## src/rtl/aes_wrap_pkg.sv

```systemverilog
// Shared definitions for the AES word-stream wrapper.
// Contents:
//   - WORD_W / WORDS_PER_BLOCK / BLOCK_W : stream and block geometry
//   - word_idx_t                         : 2-bit word index within a block
//   - state_t                            : control FSM states
//   - get_word / put_word                : word index <-> 128-bit slice helpers
//     (word 0 lives in bits [127:96])
package aes_wrap_pkg;

  localparam int WORD_W          = 32;
  localparam int WORDS_PER_BLOCK = 4;
  localparam int BLOCK_W         = WORD_W * WORDS_PER_BLOCK;

  typedef logic [1:0] word_idx_t;

  typedef enum logic [2:0] {
    IDLE,
    KEY,
    TEXT,
    LOAD,
    WAIT,
    DRAIN
  } state_t;

  function automatic logic [WORD_W-1:0] get_word(input logic [BLOCK_W-1:0] blk,
                                                 input word_idx_t idx);
    return blk[BLOCK_W-1-WORD_W*int'(idx) -: WORD_W];
  endfunction

  function automatic logic [BLOCK_W-1:0] put_word(input logic [BLOCK_W-1:0] blk,
                                                  input word_idx_t idx,
                                                  input logic [WORD_W-1:0] w);
    logic [BLOCK_W-1:0] r;
    r = blk;
    r[BLOCK_W-1-WORD_W*int'(idx) -: WORD_W] = w;
    return r;
  endfunction

endpackage

```

## src/rtl/aes_block_serializer.sv

```systemverilog
// Holds a captured 128-bit ciphertext block and presents it as four 32-bit
// words on a valid/ready stream, word 0 (bits [127:96]) first.
// Ports:
//   clk, rst    : clock, synchronous active-high reset
//   load        : capture load_data and restart at word 0
//   load_data   : 128-bit block from the cipher core
//   valid       : stream valid, driven by the control FSM
//   ready       : downstream accept
//   data        : current word (stable while valid & !ready)
//   last        : high with the 4th word
//   done        : pulses on the handshake of the 4th word
module aes_block_serializer (
  input  logic         clk,
  input  logic         rst,
  input  logic         load,
  input  logic [127:0] load_data,
  input  logic         valid,
  input  logic         ready,
  output logic [31:0]  data,
  output logic         last,
  output logic         done
);
  import aes_wrap_pkg::*;

  logic [127:0] blk_reg;
  word_idx_t    idx_reg;
  logic         hs;

  assign hs = valid && ready;

  always_ff @(posedge clk) begin
    if (rst) begin
      blk_reg <= '0;
      idx_reg <= '0;
    end else if (load) begin
      blk_reg <= load_data;
      idx_reg <= '0;
    end else if (hs) begin
      idx_reg <= idx_reg + 2'd1;
    end
  end

  assign data = get_word(blk_reg, idx_reg);
  assign last = valid && (idx_reg == 2'd3);
  assign done = hs && (idx_reg == 2'd3);

endmodule

```

## src/rtl/aes_word_stream_wrap.sv

```systemverilog
// Stream adapter for a 128-bit AES core. Assembles key/plaintext from
// 32-bit input words, pulses ld, waits for done under a watchdog, and
// streams the ciphertext back as four 32-bit words.
// Ports:
//   clk, rst                     : clock, synchronous active-high reset
//   key_reuse                    : on the first word of a job, skip key words
//                                  and reuse the held key (only if one is held)
//   in_valid/in_ready/in_data    : input word stream (key words, then text)
//   aes_key/aes_text_in/aes_ld   : to the core
//   aes_done/aes_text_out        : from the core
//   out_valid/out_ready/out_data : ciphertext word stream
//   out_last                     : high with the 4th ciphertext word
//   busy                         : high outside IDLE
//   err_timeout                  : sticky, set when the core fails to answer
module aes_word_stream_wrap #(
  parameter int WORD_W         = 32,
  parameter int TIMEOUT_CYCLES = 32
) (
  input  logic              clk,
  input  logic              rst,
  input  logic              key_reuse,
  input  logic              in_valid,
  output logic              in_ready,
  input  logic [WORD_W-1:0] in_data,
  output logic [127:0]      aes_key,
  output logic [127:0]      aes_text_in,
  output logic              aes_ld,
  input  logic              aes_done,
  input  logic [127:0]      aes_text_out,
  output logic              out_valid,
  input  logic              out_ready,
  output logic [WORD_W-1:0] out_data,
  output logic              out_last,
  output logic              busy,
  output logic              err_timeout
);
  import aes_wrap_pkg::*;

  state_t       state_reg, state_next;
  logic [127:0] key_reg, text_reg;
  word_idx_t    cnt_reg;
  logic         key_held_reg;
  logic         err_reg;
  logic [7:0]   wdog_reg;

  logic in_hs;
  logic reuse_path;
  logic wdog_expired;
  logic last_word;
  logic ser_done;
  logic ser_load;

  assign in_hs        = in_valid && in_ready;
  assign reuse_path   = key_reuse && key_held_reg;
  assign last_word    = (cnt_reg == 2'd3);
  // wdog_reg counts cycles since the ld pulse; the cycle in which it holds
  // TIMEOUT_CYCLES-1 is the last one in which done is still accepted.
  assign wdog_expired = (wdog_reg == 8'(TIMEOUT_CYCLES - 1));
  assign ser_load     = (state_reg == WAIT) && aes_done;

  // State register
  always_ff @(posedge clk) begin
    if (rst) state_reg <= IDLE;
    else     state_reg <= state_next;
  end

  // Next-state logic
  always_comb begin
    state_next = state_reg;
    case (state_reg)
      IDLE:  if (in_hs) state_next = reuse_path ? TEXT : KEY;
      KEY:   if (in_hs && last_word) state_next = TEXT;
      TEXT:  if (in_hs && last_word) state_next = LOAD;
      LOAD:  state_next = WAIT;
      // done is checked first so a coincident expiry is not an error
      WAIT: begin
        if (aes_done)          state_next = DRAIN;
        else if (wdog_expired) state_next = IDLE;
      end
      DRAIN: if (ser_done) state_next = IDLE;
      default: state_next = IDLE;
    endcase
  end

  // Output logic; rst masks the stream controls during the reset cycle
  always_comb begin
    in_ready  = 1'b0;
    aes_ld    = 1'b0;
    out_valid = 1'b0;
    busy      = (state_reg != IDLE);
    case (state_reg)
      IDLE, KEY, TEXT: in_ready  = !rst;
      LOAD:            aes_ld    = !rst;
      DRAIN:           out_valid = !rst;
      default: ;
    endcase
  end

  // Datapath: word assembly, key bookkeeping, watchdog, sticky error
  always_ff @(posedge clk) begin
    if (rst) begin
      key_reg      <= '0;
      text_reg     <= '0;
      cnt_reg      <= '0;
      key_held_reg <= 1'b0;
      err_reg      <= 1'b0;
      wdog_reg     <= '0;
    end else begin
      if (in_hs) begin
        cnt_reg <= cnt_reg + 2'd1;
        if (state_reg == KEY || (state_reg == IDLE && !reuse_path))
          key_reg <= put_word(key_reg, cnt_reg, in_data);
        else
          text_reg <= put_word(text_reg, cnt_reg, in_data);
        if (state_reg == KEY && last_word)
          key_held_reg <= 1'b1;
      end

      if (state_reg == LOAD)
        wdog_reg <= 8'd1;
      else if (state_reg == WAIT)
        wdog_reg <= wdog_reg + 8'd1;

      if (state_reg == WAIT && !aes_done && wdog_expired)
        err_reg <= 1'b1;
    end
  end

  assign aes_key     = key_reg;
  assign aes_text_in = text_reg;
  assign err_timeout = err_reg;

  aes_block_serializer u_ser (
    .clk       (clk),
    .rst       (rst),
    .load      (ser_load),
    .load_data (aes_text_out),
    .valid     (out_valid),
    .ready     (out_ready),
    .data      (out_data),
    .last      (out_last),
    .done      (ser_done)
  );

endmodule
```

## config.mk

```make
export PLATFORM = sky130hd
export DESIGN_NAME = aes_word_stream_wrap
export DESIGN_NICKNAME = d
export VERILOG_FILES = /design/src/rtl/aes_wrap_pkg.sv /design/src/rtl/aes_block_serializer.sv /design/src/rtl/aes_word_stream_wrap.sv
export SDC_FILE = /design/constraint.sdc
export NUM_CORES = 1
export LEC_CHECK = 0
export ABC_AREA = 1
export CORE_MARGIN = 2
export CORE_UTILIZATION = 50
export CTS_BUF_LIST = sky130_fd_sc_hd__clkbuf_8
export CTS_CLUSTER_SIZE = 28
export DETAILED_ROUTE_END_ITERATION = 16
export PLACE_DENSITY = 0.86
export SETUP_SLACK_MARGIN = 0.5
export SYNTH_ARGS = -nofsm -noshare
export SYNTH_HDL_FRONTEND = slang
export SYNTH_SLANG_ARGS = --single-unit
```

## constraint.sdc

```tcl
create_clock -name clk -period 2.9 [get_ports clk]
set_clock_uncertainty 0.2 [all_clocks]
set_input_delay 0.58 -clock clk [delete_from_list [all_inputs] [get_ports clk]]
set_output_delay 0.58 -clock clk [all_outputs]
set_load 0.1 [all_outputs]
```

### PDN straps and rails

(2 px per um) Pins as bars on the die edge.
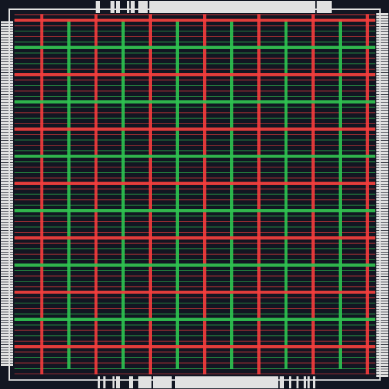
colour	net
green	VDD
red	VSS
signal pins	460
met4 straps	13
met1 rails	67
met5 straps	13
rows	66

### Clock wires, drivers and flops

(3 px per um)
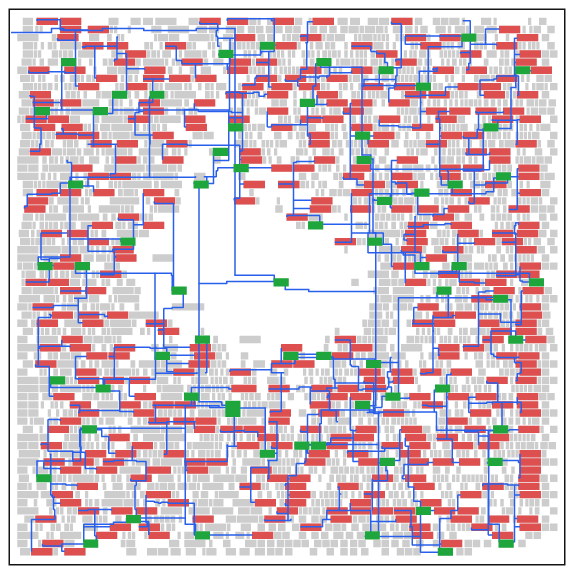
[blue] clock wires | length: 5220 um
[green] clock drivers | count: 66
[red] flip-flops | count: 401
flops lie	widely spread
routed clock nets	67

==> flow_summary.ini <==
; generated from flow reports
[outcome]
outcome = finished, final reports clean

[placement]
dpl.cell_count = 3077
place_area_um2 = 21270
place.detailed.hpwl_mm = 38.69

[finish]
sh_comb_area = 0.3350
lay_top_count = nor2_1
layout-area-overhead-vs-synth_pct = 42.04
logic_gate_count = 1615
drive_gt1_frac = 0.2012
final_core_util = 0.7160

[grt]
grt_pass1_wl_mm = 88.29
grt_overflow = 0
grtUsageTotal = 0.3312
grt_pass1_vias = 16490

[synthesis]
mux_share = 0
syn_inst = 2311
ys_cells = 2311
top_cell_area_share = 0.4920
async_flop_share = 0
fa_ha_area_frac = 0.004601
ys_warn_count = 0

[cts]
ctsHoldBuffers = 0
cts_tree = done
clock_sinks = 401
post-cts-setup-buffers = 9
cts_buffers = 66

[power_and_ir_drop]
maxPowerGroup = combinational cells
total_leakage_power_nw = 10.86
power.internal_mw = 10.49
pg_clk_mw = 4.94
p_sw_mw = 7.576
comb-power_mw = 6.62

[setup_path]
path_class = flip-flop to output pin
reg2reg_depth = 10

[floorplan]
chipArea_um2 = 34100
initial_core_util = 0.5041
io_pins = 460
nWellTaps = 442

[run]
log.warning_count = 38

[detailed_routing]
via_per_inst = 5.472
wl_mm = 59.21

[sta]
slew_headroom = 0.3132
worst_slack_ns = 0.2775
fmax_mhz = 381.3

[hold_path]
hold_class = flip-flop to flip-flop
hp-start = wdog_reg[7]
### Cell density map

(1.5 px per um) 18 x 18 tiles, from white (low) to dark blue (high), 0 to 100% covered.
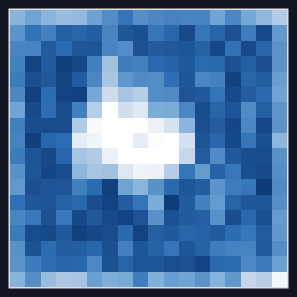
nearly empty tiles	3.7%
tiles over 75% full	48%
emptiest ninth of the die	centre
mean over tiles	66%
fullest tile	96%

